### config.mk
export PLATFORM = sky130hd
export DESIGN_NAME = load_store_unit
export DESIGN_NICKNAME = d
export VERILOG_FILES = /design/src/rtl/lsu_pkg.sv /design/src/rtl/load_store_unit.sv
export SDC_FILE = /design/constraint.sdc
export NUM_CORES = 1
export LEC_CHECK = 0
export CORE_MARGIN = 3
export CORE_UTILIZATION = 48
export DETAILED_ROUTE_END_ITERATION = 8
export PLACE_DENSITY = 0.79
export RECOVER_POWER = 25
export SYNTH_ARGS = -nofsm -noshare
export SYNTH_HDL_FRONTEND = slang
export SYNTH_SLANG_ARGS = --single-unit
export TNS_END_PERCENT = 10
### constraint.sdc
create_clock -name clk -period 2.31 [get_ports clk]
set_input_delay 0.5775 -clock clk [delete_from_list [all_inputs] [get_ports clk]]
set_output_delay 0.5775 -clock clk [all_outputs]
set_load 0.02 [all_outputs]
### src/rtl/lsu_pkg.sv
// Shared definitions for the load/store unit: sequencer state encoding and command/width codes.
// Latency: n/a (declarations only).
// Backpressure: n/a.
package lsu_pkg;

    // Byte sequencer states: idle, low-byte bus cycle, high-byte bus cycle.
    typedef enum logic [1:0] {
        IDLE = 2'd0,
        LO   = 2'd1,
        HI   = 2'd2
    } lsu_state_t;

    localparam logic CMD_LOAD  = 1'b0;
    localparam logic CMD_STORE = 1'b1;

    localparam logic WIDTH_8   = 1'b0;
    localparam logic WIDTH_16  = 1'b1;

endpackage : lsu_pkg

### src/rtl/load_store_unit.sv
// Load/store unit: splits 8/16-bit requests into byte bus cycles, returns load data with its tag.
// Latency: with no wait states, 8-bit load writes back 2 cycles after accept and 16-bit 3 cycles.
// Backpressure: lsu_wait is high while a request is in progress (LO/HI), and new requests are ignored then.
// Optional macro LSU_WAIT_STATES_EN adds mem_ready, which stretches a bus cycle while it is low.
module load_store_unit
    import lsu_pkg::*;
#(
    parameter int ADDR_W = 16
) (
    input  logic              clk,
    input  logic              a_rst,
    input  logic              rq_start,
    input  logic              rq_cmd,
    input  logic              rq_width,
    input  logic              rq_tag,
    input  logic [ADDR_W-1:0] rq_addr,
    input  logic [15:0]       rq_data,
`ifdef LSU_WAIT_STATES_EN
    input  logic              mem_ready,
`endif
    output logic              lsu_wait,
    output logic [15:0]       data_out,
    output logic              data_tag,
    output logic              data_wb,
    output logic [ADDR_W-1:0] mem_addr,
    output logic [7:0]        mem_wdata,
    input  logic [7:0]        mem_rdata,
    output logic              mem_rd,
    output logic              mem_wr
);

    lsu_state_t        state, state_d;

    // Captured request fields; address and low store byte live in mem_addr/mem_wdata.
    logic              cmd_q,     cmd_d;
    logic              width_q,   width_d;
    logic              tag_q,     tag_d;
    logic [7:0]        data_hi_q, data_hi_d;
    logic [7:0]        lo_q,      lo_d;

    logic [15:0]       data_out_d;
    logic              data_tag_d;
    logic              data_wb_d;
    logic [ADDR_W-1:0] mem_addr_d;
    logic [7:0]        mem_wdata_d;
    logic              mem_rd_d;
    logic              mem_wr_d;

    logic              bus_done;

`ifdef LSU_WAIT_STATES_EN
    assign bus_done = mem_ready;
`else
    assign bus_done = 1'b1;
`endif

    // Busy exactly while a request occupies the sequencer; state is a flop so this is registered.
    assign lsu_wait = (state != IDLE);

    // Register all state and outputs; reset aborts any access in flight.
    always_ff @(posedge clk or negedge a_rst) begin
        if (!a_rst) begin
            state     <= IDLE;
            cmd_q     <= CMD_LOAD;
            width_q   <= WIDTH_8;
            tag_q     <= 1'b0;
            data_hi_q <= 8'h00;
            lo_q      <= 8'h00;
            data_out  <= 16'h0000;
            data_tag  <= 1'b0;
            data_wb   <= 1'b0;
            mem_addr  <= '0;
            mem_wdata <= 8'h00;
            mem_rd    <= 1'b0;
            mem_wr    <= 1'b0;
        end else begin
            state     <= state_d;
            cmd_q     <= cmd_d;
            width_q   <= width_d;
            tag_q     <= tag_d;
            data_hi_q <= data_hi_d;
            lo_q      <= lo_d;
            data_out  <= data_out_d;
            data_tag  <= data_tag_d;
            data_wb   <= data_wb_d;
            mem_addr  <= mem_addr_d;
            mem_wdata <= mem_wdata_d;
            mem_rd    <= mem_rd_d;
            mem_wr    <= mem_wr_d;
        end
    end

    // Next-state and next-output logic; bus outputs hold unless a bus cycle completes.
    always_comb begin
        state_d     = state;
        cmd_d       = cmd_q;
        width_d     = width_q;
        tag_d       = tag_q;
        data_hi_d   = data_hi_q;
        lo_d        = lo_q;
        data_out_d  = data_out;
        data_tag_d  = data_tag;
        data_wb_d   = 1'b0;
        mem_addr_d  = mem_addr;
        mem_wdata_d = mem_wdata;
        mem_rd_d    = mem_rd;
        mem_wr_d    = mem_wr;

        case (state)
            IDLE: begin
                if (rq_start) begin
                    cmd_d       = rq_cmd;
                    width_d     = rq_width;
                    tag_d       = rq_tag;
                    data_hi_d   = rq_data[15:8];
                    mem_addr_d  = rq_addr;
                    mem_wdata_d = rq_data[7:0];
                    mem_rd_d    = (rq_cmd == CMD_LOAD);
                    mem_wr_d    = (rq_cmd == CMD_STORE);
                    state_d     = LO;
                end
            end
            LO: begin
                if (bus_done) begin
                    if (width_q == WIDTH_16) begin
                        // Second byte goes to the next address, wrapping at the top of the space.
                        lo_d        = mem_rdata;
                        mem_addr_d  = mem_addr + {{(ADDR_W-1){1'b0}}, 1'b1};
                        mem_wdata_d = data_hi_q;
                        state_d     = HI;
                    end else begin
                        mem_rd_d = 1'b0;
                        mem_wr_d = 1'b0;
                        state_d  = IDLE;
                        if (cmd_q == CMD_LOAD) begin
                            data_wb_d  = 1'b1;
                            data_out_d = {8'h00, mem_rdata};
                            data_tag_d = tag_q;
                        end
                    end
                end
            end
            HI: begin
                if (bus_done) begin
                    mem_rd_d = 1'b0;
                    mem_wr_d = 1'b0;
                    state_d  = IDLE;
                    if (cmd_q == CMD_LOAD) begin
                        data_wb_d  = 1'b1;
                        data_out_d = {mem_rdata, lo_q};
                        data_tag_d = tag_q;
                    end
                end
            end
            default: begin
                mem_rd_d = 1'b0;
                mem_wr_d = 1'b0;
                state_d  = IDLE;
            end
        endcase
    end

endmodule : load_store_unit
==> impl_results.html <==
<!-- implementation run metrics -->
<table>
<tr><th>Metric</th><th>Value</th></tr>
<tr><th colspan="2">Timing</th></tr>
<tr><td>Setup violators final</td><td>0</td></tr>
<tr><td>Final count of hold timing violations</td><td>0</td></tr>
<tr><td>TNS Setup</td><td>0 ps</td></tr>
<tr><td>Final period util</td><td>0.941</td></tr>
<tr><th colspan="2">Global route</th></tr>
<tr><td>Met2 track demand over resource</td><td>0.371</td></tr>
<tr><td>Pin count of the biggest net entering global routing</td><td>25</td></tr>
<tr><th colspan="2">Worst setup path</th></tr>
<tr><td>Worst Reg2Reg Path Length in Cells</td><td>6</td></tr>
<tr><td>Kind of critical path</td><td>flip-flop to primary output</td></tr>
<tr><td>Worst endpoint required time</td><td>1730 ps</td></tr>
<tr><td>Crit path arrival time</td><td>1600 ps</td></tr>
<tr><td>Slowest cell delay on critical path</td><td>slightly below 400 ps</td></tr>
<tr><th colspan="2">Routing</th></tr>
<tr><td>Routed vias/inst</td><td>5.61</td></tr>
<tr><td>Number of detailed-route iterations in the first pass</td><td>4</td></tr>
<tr><th colspan="2">Status</th></tr>
<tr><td>Status</td><td>complete, no violations</td></tr>
<tr><th colspan="2">Place</th></tr>
<tr><td>Instance area at placement</td><td>4160 um2</td></tr>
<tr><th colspan="2">Synthesis</th></tr>
<tr><td>XOR Share, Synth</td><td>0</td></tr>
<tr><td>Commonest cells in the netlist</td><td>65 x dfrtp_1, 49 x nand2_1, 22 x mux2i_1, 22 x o21ai_0, 20 x mux2_2</td></tr>
<tr><th colspan="2">Finish</th></tr>
<tr><td>Diode insertion count for antenna repair</td><td>0</td></tr>
<tr><td>Growth of design area from synthesis to finish</td><td>38.1%</td></tr>
<tr><th colspan="2">Clock network</th></tr>
<tr><td>Post-CTS Setup Inserts</td><td>0</td></tr>
<tr><td>Number of levels in the clock H-tree</td><td>3</td></tr>
<tr><td>Number of buffers on the longest clock path</td><td>2</td></tr>
<tr><th colspan="2">Floorplan</th></tr>
<tr><td>Row Count</td><td>28</td></tr>
</table>
stage by stage:
step           instances  hold WS (ps)  setup slack, ps  power (mW)   util
6_report             481           482              137        6.46  0.709
5_1_grt              481           502             26.0        6.94  0.709
4_1_cts              481           214              117        6.50  0.710
3_5_place_dp         465           461              173        5.55  0.678
3_3_place_gp         465           455              256        5.43  0.678
2_1_floorplan        301           282              541        4.19      -
registers in the layout (all words and copies together) (netlist names):
signal	flops
data_out	16
mem_addr	16
data_hi_q	8
lo_q	8
mem_wdata	8
state	2
cmd_q	1
data_tag	1
data_wb	1
mem_rd	1
mem_wr	1
tag_q	1
width_q	1
power by group:
part / leakage (nW) / total [mW] / internal [mW] / switching [mW]
registers: 0.795 / 2.23 / 1.72 / 0.506
clock network: 0.0929 / 0.945 / 0.502 / 0.444
logic: 0.950 / 3.29 / 1.57 / 1.72
path summary, 6_finish.rpt:
check                             from           end
max                           state[0]      lsu_wait
min                        data_out[6]   data_out[6]
max reg2reg                   state[1]   mem_addr[1]
min reg2reg                data_out[6]   data_out[6]
max in group asynchronous        a_rst  data_hi_q[0]
min in group asynchronous        a_rst   mem_addr[7]
layout by cell type (no fill, tap or decap), drive strengths merged, types with 8 or more instances in the layout:
cell,n
nand3,20
nand4,8
dfrtp,65
clkbuf,13
mux2i,22
clkdlybuf4s50,88
nor2,10
buf,10
mux2,21
o21ai,22
nand2,49
worst max-delay path, delay by kind of cell (launching register included):
family,cells,cell delay [ps]
adders and majority gates,1,290
buffers and inverters,3,570
DFF,1,390
area by class of cell:
class / instances / area (um2)
fillers: 451 / 1780
flip-flops and latches: 65 / 1630
multi-input cells: 217 / 1430
repair buffers: 102 / 976
clock buffers: 10 / 128
well taps: 75 / 93.8
clock inverters: 6 / 67.6
inverters: 6 / 22.5
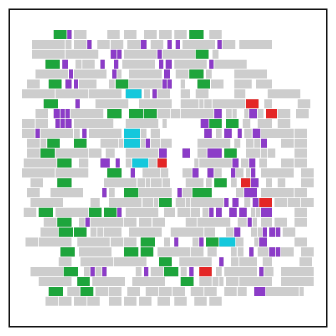
(images/gate_families.png)
| colour | family | cells |
|---|---|---|
| green | multiplexers | 43 |
| cyan | adder and majority cells | 5 |
| red | AND-OR and OR-AND gates | 6 |
| purple | NAND gates | 85 |

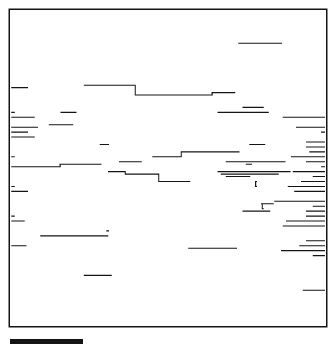
(images/met3.png)
The bar under the picture is 20 um long.
main direction: horizontal
longest straight run: 21.2 um
vias after detailed routing: 2699
global routing usage on met3: 0.0634
Final Routed Wirelength: 7.71 mm

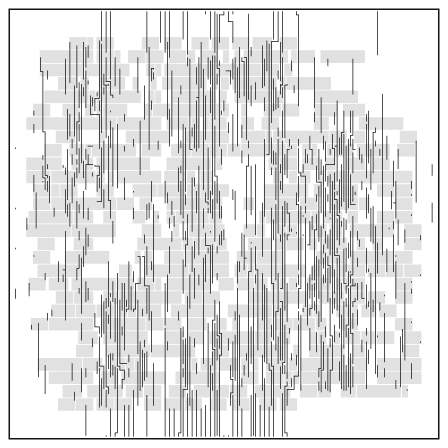
(images/met2.png)
longest straight run: 32.6 um
wire length on this layer: 3930 um
share of all routed wire: 51%
nets with wire on the layer: 387
main direction: vertical

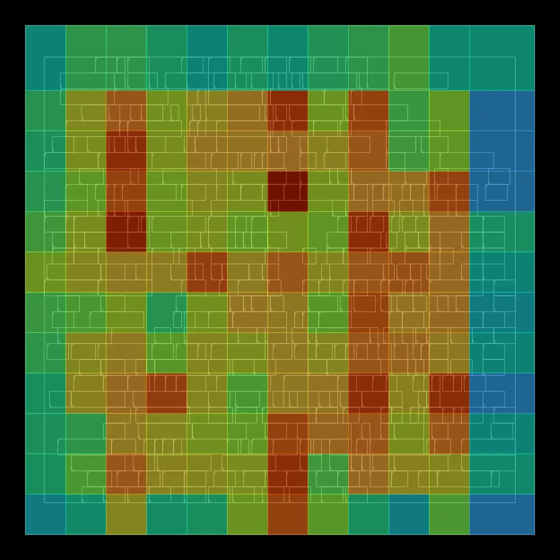
(images/final_congestion.png)
met1 track demand over resource: 0.279
global routing usage summed across all routing layers: 0.223

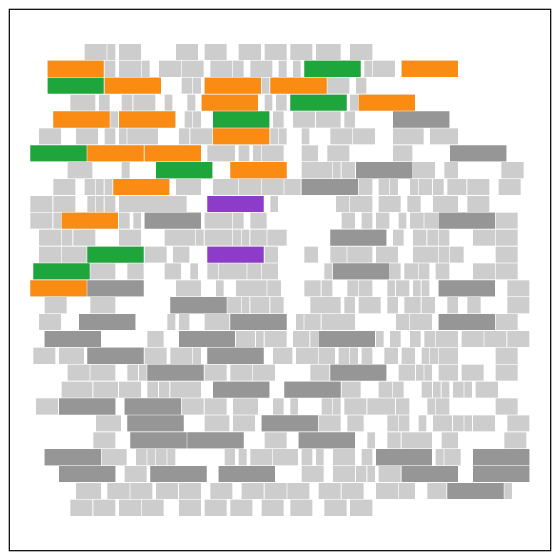
(images/registers.png)
Other sequential cells in the stronger grey, the rest of the logic in the fainter grey.
| colour | netlist name | flops |
|---|---|---|
| green | lo_q | 8 |
| purple | state | 2 |
| orange | data_out | 16 |
not coloured: 39
flop share of the area: 0.374
area taken by flip-flops and latches: 1630 um2
utilization of the core after routing: 0.709

Power and IR drop assume default switching activity.
